File: src/rtl/demux_rr_arbiter.sv
// Round-robin arbiter that drives the select and enable of a 1-to-8 demux.
// A grant is held for up to MAX_HOLD cycles and is followed by a one-cycle gap.
module demux_rr_arbiter #(
    parameter int unsigned MAX_HOLD = 4
) (
    input  logic       clk,
    input  logic       rst,
    input  logic       en,
    input  logic [7:0] req,
    output logic [7:0] gnt,
    output logic [2:0] gnt_id,
    output logic       gnt_valid,
    output logic       busy
);

    typedef enum logic [1:0] {
        IDLE  = 2'd0,
        GRANT = 2'd1,
        GAP   = 2'd2
    } state_t;

    state_t     state, state_n;
    logic [2:0] ptr, ptr_n;
    logic [2:0] hcnt, hcnt_n;
    logic [7:0] gnt_n;
    logic [2:0] id_n;
    logic       found;
    logic [2:0] pick;
    logic [2:0] idx;
    logic       release_now;

    // Scan the requests starting at ptr, wrapping 7 -> 0
    always_comb begin
        found = 1'b0;
        pick  = ptr;
        idx   = '0;
        for (int j = 0; j < 8; j++) begin
            idx = ptr + 3'(j);
            if (!found && req[idx]) begin
                found = 1'b1;
                pick  = idx;
            end
        end
    end

    // A grant ends when its line stops requesting, en drops or the hold limit is hit
    always_comb begin
        release_now = !req[gnt_id] || !en || (hcnt == 3'(MAX_HOLD));
    end

    // Next-state and next-output logic; all outputs come from registers
    always_comb begin
        state_n = state;
        ptr_n   = ptr;
        hcnt_n  = hcnt;
        gnt_n   = gnt;
        id_n    = gnt_id;
        unique case (state)
            IDLE: begin
                gnt_n = '0;
                id_n  = '0;
                if (en && found) begin
                    gnt_n   = 8'b1 << pick;
                    id_n    = pick;
                    hcnt_n  = 3'd1;
                    state_n = GRANT;
                end
            end
            GRANT: begin
                if (release_now) begin
                    gnt_n   = '0;
                    id_n    = '0;
                    ptr_n   = gnt_id + 3'd1;
                    state_n = GAP;
                end else begin
                    hcnt_n = hcnt + 3'd1;
                end
            end
            GAP: begin
                gnt_n   = '0;
                id_n    = '0;
                state_n = IDLE;
            end
            default: begin
                gnt_n   = '0;
                id_n    = '0;
                state_n = IDLE;
            end
        endcase
    end

    // State and output registers; reset overrides everything, including a live grant
    always_ff @(posedge clk) begin
        if (rst) begin
            state     <= IDLE;
            ptr       <= '0;
            hcnt      <= '0;
            gnt       <= '0;
            gnt_id    <= '0;
            gnt_valid <= 1'b0;
            busy      <= 1'b0;
        end else begin
            state     <= state_n;
            ptr       <= ptr_n;
            hcnt      <= hcnt_n;
            gnt       <= gnt_n;
            gnt_id    <= id_n;
            gnt_valid <= |gnt_n;
            busy      <= (state_n != IDLE);
        end
    end

endmodule

File: config.mk
export PLATFORM = sky130hd
export DESIGN_NAME = demux_rr_arbiter
export DESIGN_NICKNAME = d
export VERILOG_FILES = /design/src/rtl/demux_rr_arbiter.sv
export SDC_FILE = /design/constraint.sdc
export NUM_CORES = 1
export LEC_CHECK = 0
export CORE_ASPECT_RATIO = 0.8
export CORE_MARGIN = 4
export CORE_UTILIZATION = 45
export CTS_CLUSTER_SIZE = 25
export DETAILED_ROUTE_END_ITERATION = 6
export PLACE_DENSITY = 0.7
export SYNTH_ARGS = -nofsm -noshare
export SYNTH_HDL_FRONTEND = slang
export SYNTH_SLANG_ARGS = --single-unit
File: constraint.sdc
create_clock -name clk -period 3.6 [get_ports clk]
set_clock_uncertainty 0.05 [all_clocks]
set_input_delay 0.72 -clock clk [delete_from_list [all_inputs] [get_ports clk]]
set_output_delay 0.72 -clock clk [all_outputs]
set_load 0.01 [all_outputs]
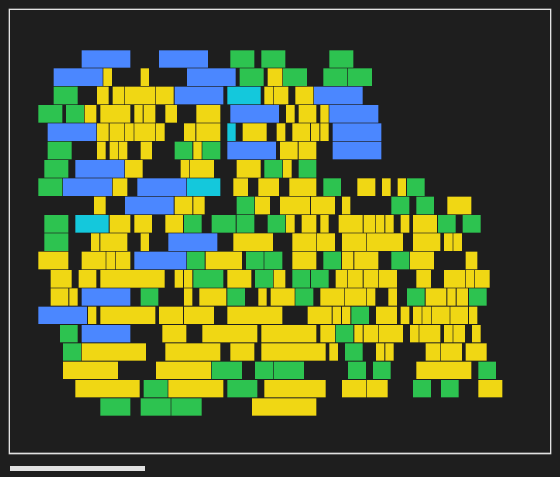
*Placement by cell class*
The bar under the picture is 20 um long.
class	colour	cells
remaining logic cells	yellow	166
clock drivers and dummy loads	cyan	4
remaining buffers and delay cells	green	62
registers	blue	21
flop share of the area: 17.21%
Final Core Density: 62.76%
core footprint: 3904 sq um

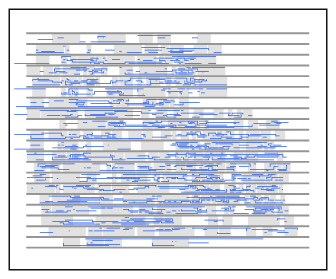
*Met1 routing*
Supply wires on this layer in grey.
nets with wire on the layer	253
longest straight run	45.1 um
main direction	horizontal
share of all routed wire	48%
total wire length: 4792 um
total number of vias: 1787

==> impl_metrics.py <==
# Metrics from the implementation run
metrics = {
    "final_timing": {
        "fmax_ghz": 0.2828,
        "fin_ws_ps": 63.66,
        "finalSetupTns_ps": 0,
    },
    "synth": {
        "synth_flops": 21,
        "syn_area_sq_um": 1876,
        "synth_cell_type_count": 56,
        "synth_warnings": 0,
        "dominantRegCellSynth": "dfxtp_1",
        "mux_share_pct": 25.08,
        "edf_count": 0,
        "ys_area_sq_um": 1876,
    },
    "setup_path": {
        "r2r-end": "gnt[3]$_SDFF_PP0_",
        "cp-end-kind": "flop",
        "cp.arrival_ps": 3640,
        "rr_startpoint": "ptr[0]$_SDFFE_PP0P_",
        "cp-start-kind": "primary input",
        "critPathTopFamily": "AND-OR/OR-AND gates",
        "crit_path_start": "req[3]",
        "crit_fanout": 9,
        "critical_path.endpoint": "gnt[3]$_SDFF_PP0_",
    },
    "place": {
        "dp_cells": 304,
        "dpl_worst_slack_ps": -197.4,
        "hpwl_um": 3656,
        "port_buffers": 23,
    },
    "route": {
        "viasPerCell": 5.802,
        "firstDrtPassIters": 5,
    },
    "run": {
        "warnings": 28,
        "drv_cap": 0,
    },
    "die": {
        "die_h_um": 65.75,
        "initCoreUtil_pct": 48.04,
        "die_area_sq_um": 5271,
        "row_count": 20,
    },
    "global_routing": {
        "antenna_found_initial": 0,
        "grt_pass1_vias": 1617,
        "grt_pass1_wl_um": 7969,
        "gr-total-overflow": 0,
        "grt_usage_pct": 19.11,
    },
    "status": {
        "outcome": "complete, no violations",
    },
    "cts": {
        "cts_hold_buf": 0,
        "ctsRootBufferMaster": "clkbuf_8",
        "cts_resized": 0,
        "cts_inserted_buffers": 3,
    },
    "min_path": {
        "hp-class": "flop to flop",
        "worstHoldEndpoint": "gnt[4]$_SDFF_PP0_",
    },
    "finish": {
        "fin_cells": 308,
        "n_fill_cell": 340,
        "logic_area_sq_um": 1329,
        "diodes": 0,
    },
    "pwr": {
        "vdd_ir_drop_max_v": 0.0002803,
    },
}
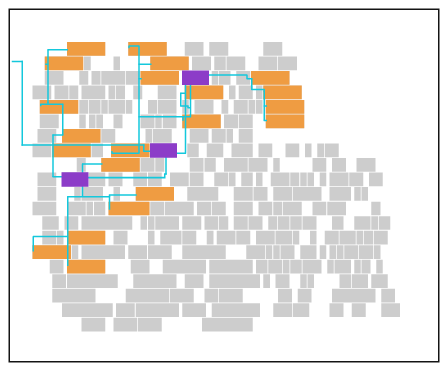
*Clock distribution*
[clock wires] cyan | length: 250 um
[flip-flops] orange | count: 21
[clock-net drivers] purple | count: 3
routed clock nets	4

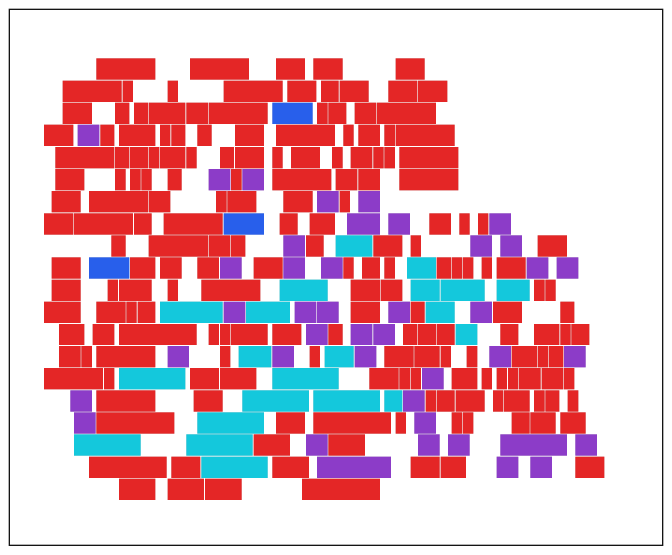
*Cells by drive strength*
size	colour	cells	share
x2	cyan	21	8.3%
x6 and larger	blue	3	1.2%
x1 and smaller	red	187	74%
x3 and x4	purple	42	17%

synth_stat cells, types with 2 or more instances:
cell type   n  area [sq um]
nor2_1     23         86.33
dfxtp_1    21         420.4
nand2_1    18         67.56
inv_1      12         45.04
mux2i_1    10         100.1
mux4_2      8         180.2
a21oi_1     7         35.03
a32o_1      7         70.07
nor3_1      7         35.03
ha_1        5         62.56
mux4_1      5         131.4
nor4_1      4         25.02
o31ai_1     4         30.03
xnor2_1     4         35.03
a211oi_1    3         22.52
and2_1      3         18.77
buf_6       3         33.78
clkbuf_1    3         11.26
nand2b_1    3         18.77
a22o_2      2         20.02
a22oi_1     2         15.01
a31oi_1     2         12.51
clkbuf_8    2         27.53
nor3b_1     2         15.01
o2111ai_1   2         17.52
o211ai_1    2         15.01
o21ai_0     2         10.01
xor2_1      2         17.52
final cells by class:
cell class / instances / share of cell area, %
Sequential cell: 21 / 17.21
Inverter: 12 / 1.839
Clock buffer: 4 / 1.839
Multi-Input combinational cell: 154 / 54.24
Timing Repair Buffer: 62 / 22.06
Tap cell: 55 / 2.809
report_power, final:
part           internal (uW)  switching (uW)
sequential               247            19.0
combinational            216             201
clock                   78.8            72.0
total                    542             292
metal layers:
metal  track usage (%)  up-vias  wire [um]
met5                 0        -          0
met4             4.430        0         23
met3             3.288        4        285
met2             28.51       58       2203
met1             28.57      838       2279
li1                  -      887          -
sequential cells by signal, summed over array words and instances, names as in the netlist:
name / cells
hcnt: 3
ptr: 3
busy: 1
state: 2
gnt: 8
gnt_valid: 1
gnt_id: 3
per-stage QoR:
step           power, uW  hold WS (ps)
6_report           834.2         436.9
5_1_grt            886.5         455.7
4_1_cts            832.4         431.2
3_5_place_dp       680.1         421.0
3_3_place_gp       677.5         425.1
2_1_floorplan      522.6         387.8
Power is estimated from default activity; no workload was simulated.
